==> config.mk <==
export PLATFORM = sky130hd
export DESIGN_NAME = ascon_input_padder
export DESIGN_NICKNAME = d
export VERILOG_FILES = /design/src/rtl/ascon_aead128_pkg.sv /design/src/rtl/ascon_input_padder.sv
export SDC_FILE = /design/constraint.sdc
export NUM_CORES = 1
export LEC_CHECK = 0
export ABC_AREA = 1
export CAP_MARGIN = 20
export CORE_ASPECT_RATIO = 0.75
export CORE_UTILIZATION = 54
export CTS_CLUSTER_DIAMETER = 60
export CTS_CLUSTER_SIZE = 16
export DETAILED_ROUTE_END_ITERATION = 12
export GPL_TIMING_DRIVEN = 0
export PLACE_DENSITY = 0.91
export RECOVER_POWER = 25
export SKIP_CTS_REPAIR_TIMING = 1
export SLEW_MARGIN = 15
export SYNTH_ARGS = -nofsm -noshare
export SYNTH_HDL_FRONTEND = slang
export SYNTH_SLANG_ARGS = --single-unit
export TNS_END_PERCENT = 100
==> constraint.sdc <==
create_clock -name clk -period 2.8 [get_ports clk]
set_input_delay 0.56 -clock clk [delete_from_list [all_inputs] [get_ports clk]]
set_output_delay 0.56 -clock clk [all_outputs]
set_load 0.01 [all_outputs]
==> src/rtl/ascon_aead128_pkg.sv <==
`default_nettype none
// ============================================================================
// Module      : ascon_aead128_pkg
// Description : Shared constants, types and helpers for the Ascon-AEAD128
//               datapath: stream selectors, rate geometry, padder FSM states.
// Revision    : 1.0 - initial release
// ============================================================================
package ascon_aead128_pkg;

    localparam logic SEL_AD = 1'b0;
    localparam logic SEL_DB = 1'b1;

    localparam int         RATE_BYTES = 16;
    localparam logic [7:0] PAD_BYTE   = 8'h01;

    typedef enum logic [1:0] {
        PAD_COLLECT  = 2'd0,
        PAD_EMIT     = 2'd1,
        PAD_EMIT_PAD = 2'd2
    } pad_state_e;

    // All-ones in every byte lane below n, zero elsewhere.
    function automatic logic [127:0] lane_mask(input logic [4:0] n);
        logic [127:0] mask;
        mask = '0;
        for (int i = 0; i < RATE_BYTES; i++) begin
            if (i < int'(n)) begin
                mask[8*i +: 8] = 8'hFF;
            end
        end
        return mask;
    endfunction

endpackage
`default_nettype wire

==> src/rtl/ascon_input_padder.sv <==
`default_nettype none
// ============================================================================
// Module      : ascon_input_padder
// Description : Packs a 32-bit little-endian byte stream into 128-bit Ascon
//               rate blocks and applies 10* padding on the final block.
// Revision    : 1.0 - initial release
// ============================================================================
module ascon_input_padder
    import ascon_aead128_pkg::*;
(
    input  logic         clk,
    input  logic         rst,
    input  logic [31:0]  s_data,
    input  logic [2:0]   s_bytes,
    input  logic         s_type,
    input  logic         s_last,
    input  logic         s_valid,
    output logic         s_ready,
    output logic [127:0] m_block,
    output logic [4:0]   m_bytes,
    output logic         m_type,
    output logic         m_last,
    output logic         m_empty,
    output logic         m_valid,
    input  logic         m_ready
);

    pad_state_e   r_state_q,     w_state_d;
    logic [1:0]   r_widx_q,      w_widx_d;
    logic         r_pad_q,       w_pad_d;
    logic         r_in_stream_q, w_in_stream_d;
    logic         r_type_q,      w_type_d;
    logic [127:0] r_acc_q,       w_acc_d;
    logic [127:0] r_block_q,     w_block_d;
    logic [4:0]   r_bytes_q,     w_bytes_d;
    logic         r_mtype_q,     w_mtype_d;
    logic         r_last_q,      w_last_d;
    logic         r_empty_q,     w_empty_d;

    logic [2:0]   w_word_bytes;
    logic [4:0]   w_n;
    logic         w_cur_type;
    logic         w_is_empty;
    logic         w_complete;
    logic [127:0] w_fill;
    logic [127:0] w_padded;

    assign s_ready = !rst && (r_state_q == PAD_COLLECT);
    assign m_valid = !rst && (r_state_q != PAD_COLLECT);

    assign m_block = r_block_q;
    assign m_bytes = r_bytes_q;
    assign m_type  = r_mtype_q;
    assign m_last  = r_last_q;
    assign m_empty = r_empty_q;

    // Out-of-range byte counts are clamped so a bad s_bytes cannot leak lanes.
    always_comb begin
        w_word_bytes = 3'd4;
        if (s_last && (s_bytes < 3'd4)) begin
            w_word_bytes = s_bytes;
        end
        w_n        = {1'b0, r_widx_q, 2'b00} + {2'b00, w_word_bytes};
        w_cur_type = r_in_stream_q ? r_type_q : s_type;
        w_complete = s_last || (r_widx_q == 2'd3);
        w_is_empty = s_last && (w_word_bytes == 3'd0) && (r_widx_q == 2'd0)
                     && !r_in_stream_q && (s_type == SEL_AD);

        w_fill   = r_acc_q | ({96'd0, s_data} << {r_widx_q, 5'd0});
        w_padded = w_fill & lane_mask(w_n);
        if (w_n < 5'(RATE_BYTES)) begin
            w_padded = w_padded | ({120'd0, PAD_BYTE} << {w_n[3:0], 3'b000});
        end
        if (w_is_empty) begin
            w_padded = '0;
        end
    end

    always_comb begin
        w_state_d     = r_state_q;
        w_widx_d      = r_widx_q;
        w_pad_d       = r_pad_q;
        w_in_stream_d = r_in_stream_q;
        w_type_d      = r_type_q;
        w_acc_d       = r_acc_q;
        w_block_d     = r_block_q;
        w_bytes_d     = r_bytes_q;
        w_mtype_d     = r_mtype_q;
        w_last_d      = r_last_q;
        w_empty_d     = r_empty_q;

        case (r_state_q)
            PAD_COLLECT: begin
                if (s_valid) begin
                    w_type_d = w_cur_type;
                    if (w_complete) begin
                        w_block_d     = w_padded;
                        w_bytes_d     = w_n;
                        w_mtype_d     = w_cur_type;
                        w_last_d      = s_last && (w_n < 5'(RATE_BYTES));
                        w_empty_d     = w_is_empty;
                        w_pad_d       = s_last && (w_n == 5'(RATE_BYTES));
                        w_in_stream_d = !s_last;
                        w_acc_d       = '0;
                        w_widx_d      = 2'd0;
                        w_state_d     = PAD_EMIT;
                    end else begin
                        w_acc_d[{r_widx_q, 5'd0} +: 32] = s_data;
                        w_widx_d      = r_widx_q + 2'd1;
                        w_in_stream_d = 1'b1;
                    end
                end
            end
            PAD_EMIT: begin
                if (m_ready) begin
                    if (r_pad_q) begin
                        // Exactly-full final block: padding lands in a block of its own.
                        w_block_d = {120'd0, PAD_BYTE};
                        w_bytes_d = 5'd0;
                        w_last_d  = 1'b1;
                        w_empty_d = 1'b0;
                        w_pad_d   = 1'b0;
                        w_state_d = PAD_EMIT_PAD;
                    end else begin
                        w_state_d = PAD_COLLECT;
                    end
                end
            end
            PAD_EMIT_PAD: begin
                if (m_ready) begin
                    w_state_d = PAD_COLLECT;
                end
            end
            default: begin
                w_state_d = PAD_COLLECT;
            end
        endcase
    end

    always_ff @(posedge clk) begin
        if (rst) begin
            r_state_q     <= PAD_COLLECT;
            r_widx_q      <= 2'd0;
            r_pad_q       <= 1'b0;
            r_in_stream_q <= 1'b0;
            r_type_q      <= SEL_AD;
            r_acc_q       <= '0;
            r_block_q     <= '0;
            r_bytes_q     <= 5'd0;
            r_mtype_q     <= SEL_AD;
            r_last_q      <= 1'b0;
            r_empty_q     <= 1'b0;
        end else begin
            r_state_q     <= w_state_d;
            r_widx_q      <= w_widx_d;
            r_pad_q       <= w_pad_d;
            r_in_stream_q <= w_in_stream_d;
            r_type_q      <= w_type_d;
            r_acc_q       <= w_acc_d;
            r_block_q     <= w_block_d;
            r_bytes_q     <= w_bytes_d;
            r_mtype_q     <= w_mtype_d;
            r_last_q      <= w_last_d;
            r_empty_q     <= w_empty_d;
        end
    end

endmodule
`default_nettype wire

final_clocks.png
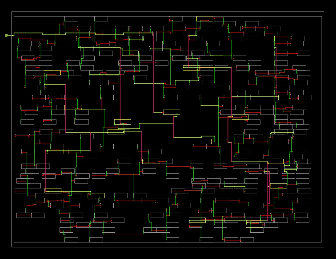
worst clock skew: 12.62 ps
Sinks on Clock Net: 271
Seq Cell Count: 271

clock_map.png
(3 px per um)
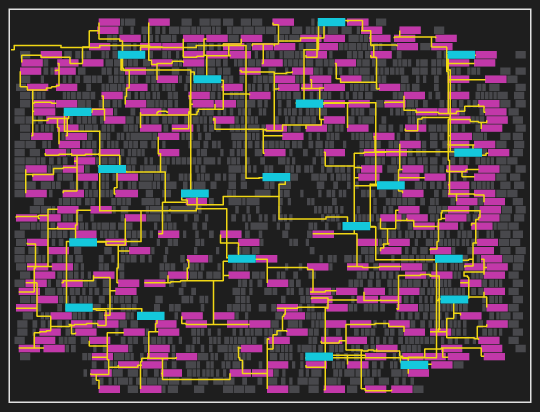
legend:
  cyan:
    item: cells driving clock nets
    count: 20
  yellow:
    item: clock wires
    length: 3010 um
  magenta:
    item: flip-flops
    count: 271
flops lie: spread over the die
Clk pwr share: 0.337
Clk power: 0.00269 W

density.png
(1.5 px per um) 17 x 13 tiles, from black (low) to pale yellow (high), 0 to 100% covered.
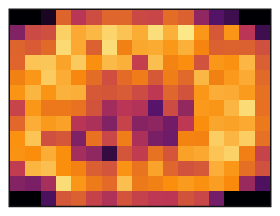
nearly empty tiles: 4.1%
fullest tile: 95%
tiles over 75% full: 38%
emptiest ninth of the die: centre
mean over tiles: 63%
Core ar.: 21350 um^2
Final Util: 0.6845
FP Util: 0.5569

==> flow_summary.yaml <==
# flow metrics
synthesis:
  synth-compound-area-share: 0.2406
  top_area_cell: "dfxtp_1"
  syn_inst: 1634
  top_logic_kind: "AND-OR/OR-AND gates"
  synthFlopType: "dfxtp_1"
  top_area_frac: 0.4562
  edf_count: 0
  yosys_area_um2: 11890
  yosysWarnings: 0
  simple_gate_share: 0.2116
  topCellsByArea: "dfxtp_1 46%, a21oi_1 10%, nand2_1 9.5%"
  syn_area_um2: 11890
final_layout:
  biggestCellCategory: "multi-input combinational cells"
  area_growth_syn_to_layout_pct: 22.92
  combAreaFraction: 0.3793
  drive_above_1_share: 0.05240
  flop_area_um2: 5426
  logic_area_um2: 5544
sta:
  slew_violations: 0
  hold_viol: 0
  setup_viol: 0
  tightest_slew_ps: 792.4
  finalWorstSetupSlack_ps: 117.4
detailed_routing:
  wl_per_cell_um: 20.39
  vias_per_cell: 5.963
  drt_drc_violations_left: 0
  vias: 12640
pwr:
  total_power_w: 0.007999
  p_per_area_nw_per_um2: 547.3
  ir_drop_v: 0.0004130
  switching_share: 0.2863
  power_switching_w: 0.002290
  leakagePower_nw: 5.677
clocking:
  cts_made_buffers: 20
  cts_tree: "built"
  clk_path_buf_depth: 3
critical_path:
  crit_fanout: 10
  cp.arrival_ps: 3080
  path_class: "reg2reg"
  cp.required_ps: 3190
  worstSetupEndpoint: "m_block[62]"
  regToRegSetupSlack_ps: 120
  r2r_cells: 6
placed_design:
  numPortBuffers: 175
  gp_congestion: 0.9947
  dp_hpwl_um: 32840
flow_run:
  drv_cap: 0
  openroad.warnings: 33
global_routing:
  antenna_found_initial: 0
  grt_pass1_wl_um: 65090
  grt_max_degree: 17
worst_hold_path:
  min-delay-start: "s_last"
  min_to: "r_in_stream_q"
outcome:
  status: "finished clean"
cell_classes.png
(2 px per um) Fill, decap, tap and diode cells in grey.
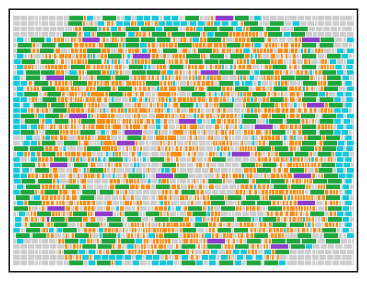
legend:
  green:
    class: flip-flops
    cells: 271
    share_of_their_area: 38%
  cyan:
    class: other buffers and delay cells
    cells: 296
    share_of_their_area: 16%
  orange:
    class: all other logic
    cells: 1243
    share_of_their_area: 42%
  purple:
    class: clock drivers and dummy loads
    cells: 22
    share_of_their_area: 3.7%
final instance area: 14620 um^2
sequential cell area share: 0.3713
row count: 46

zoom.png
Region (74, 53) to (99, 78) um. Cells in grey, sequential cells in the stronger grey; small squares are vias.
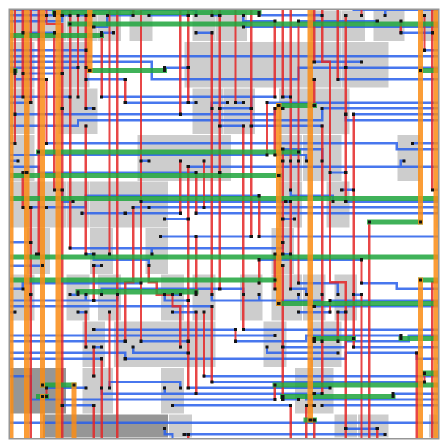
legend:
  red:
    layer: met2
  orange:
    layer: met4
  green:
    layer: met3
  blue:
    layer: met1
cells with their middle in the window: 53
sequential cells in the window: 1
most frequent: nand2_1 (14), inv_1 (9), nand3_1 (9)
netlist names of flops here include: `r_acc_q` (1)

-- logic make-up after synthesis --
family                     after synthesis
DFF                                    271
and+or+nand+nor                        606
AOI/OAI and AO/OA                      515
adders and majority gates               10
buffers and inverters                  232
-- worst max-delay path, stage by stage (launching register included) --
cell	delay, ps
dfxtp_1	470
clkbuf_2	250
clkbuf_1	540
clkbuf_1	570
o21ai_0	390
nand2_1	240
a21oi_1	80
-- power groups by stage --
stage	combinational (W)	sequential (W)	clock, W
after global routing	0.00132	0.00408	0.00282
final	0.00124	0.00407	0.00269
after floorplan	0.000675	0.00416	0
after detailed placement	0.00117	0.00415	0
after global placement	0.00115	0.00415	0
after CTS	0.00118	0.00407	0.00266
Power is estimated from default activity; no workload was simulated.
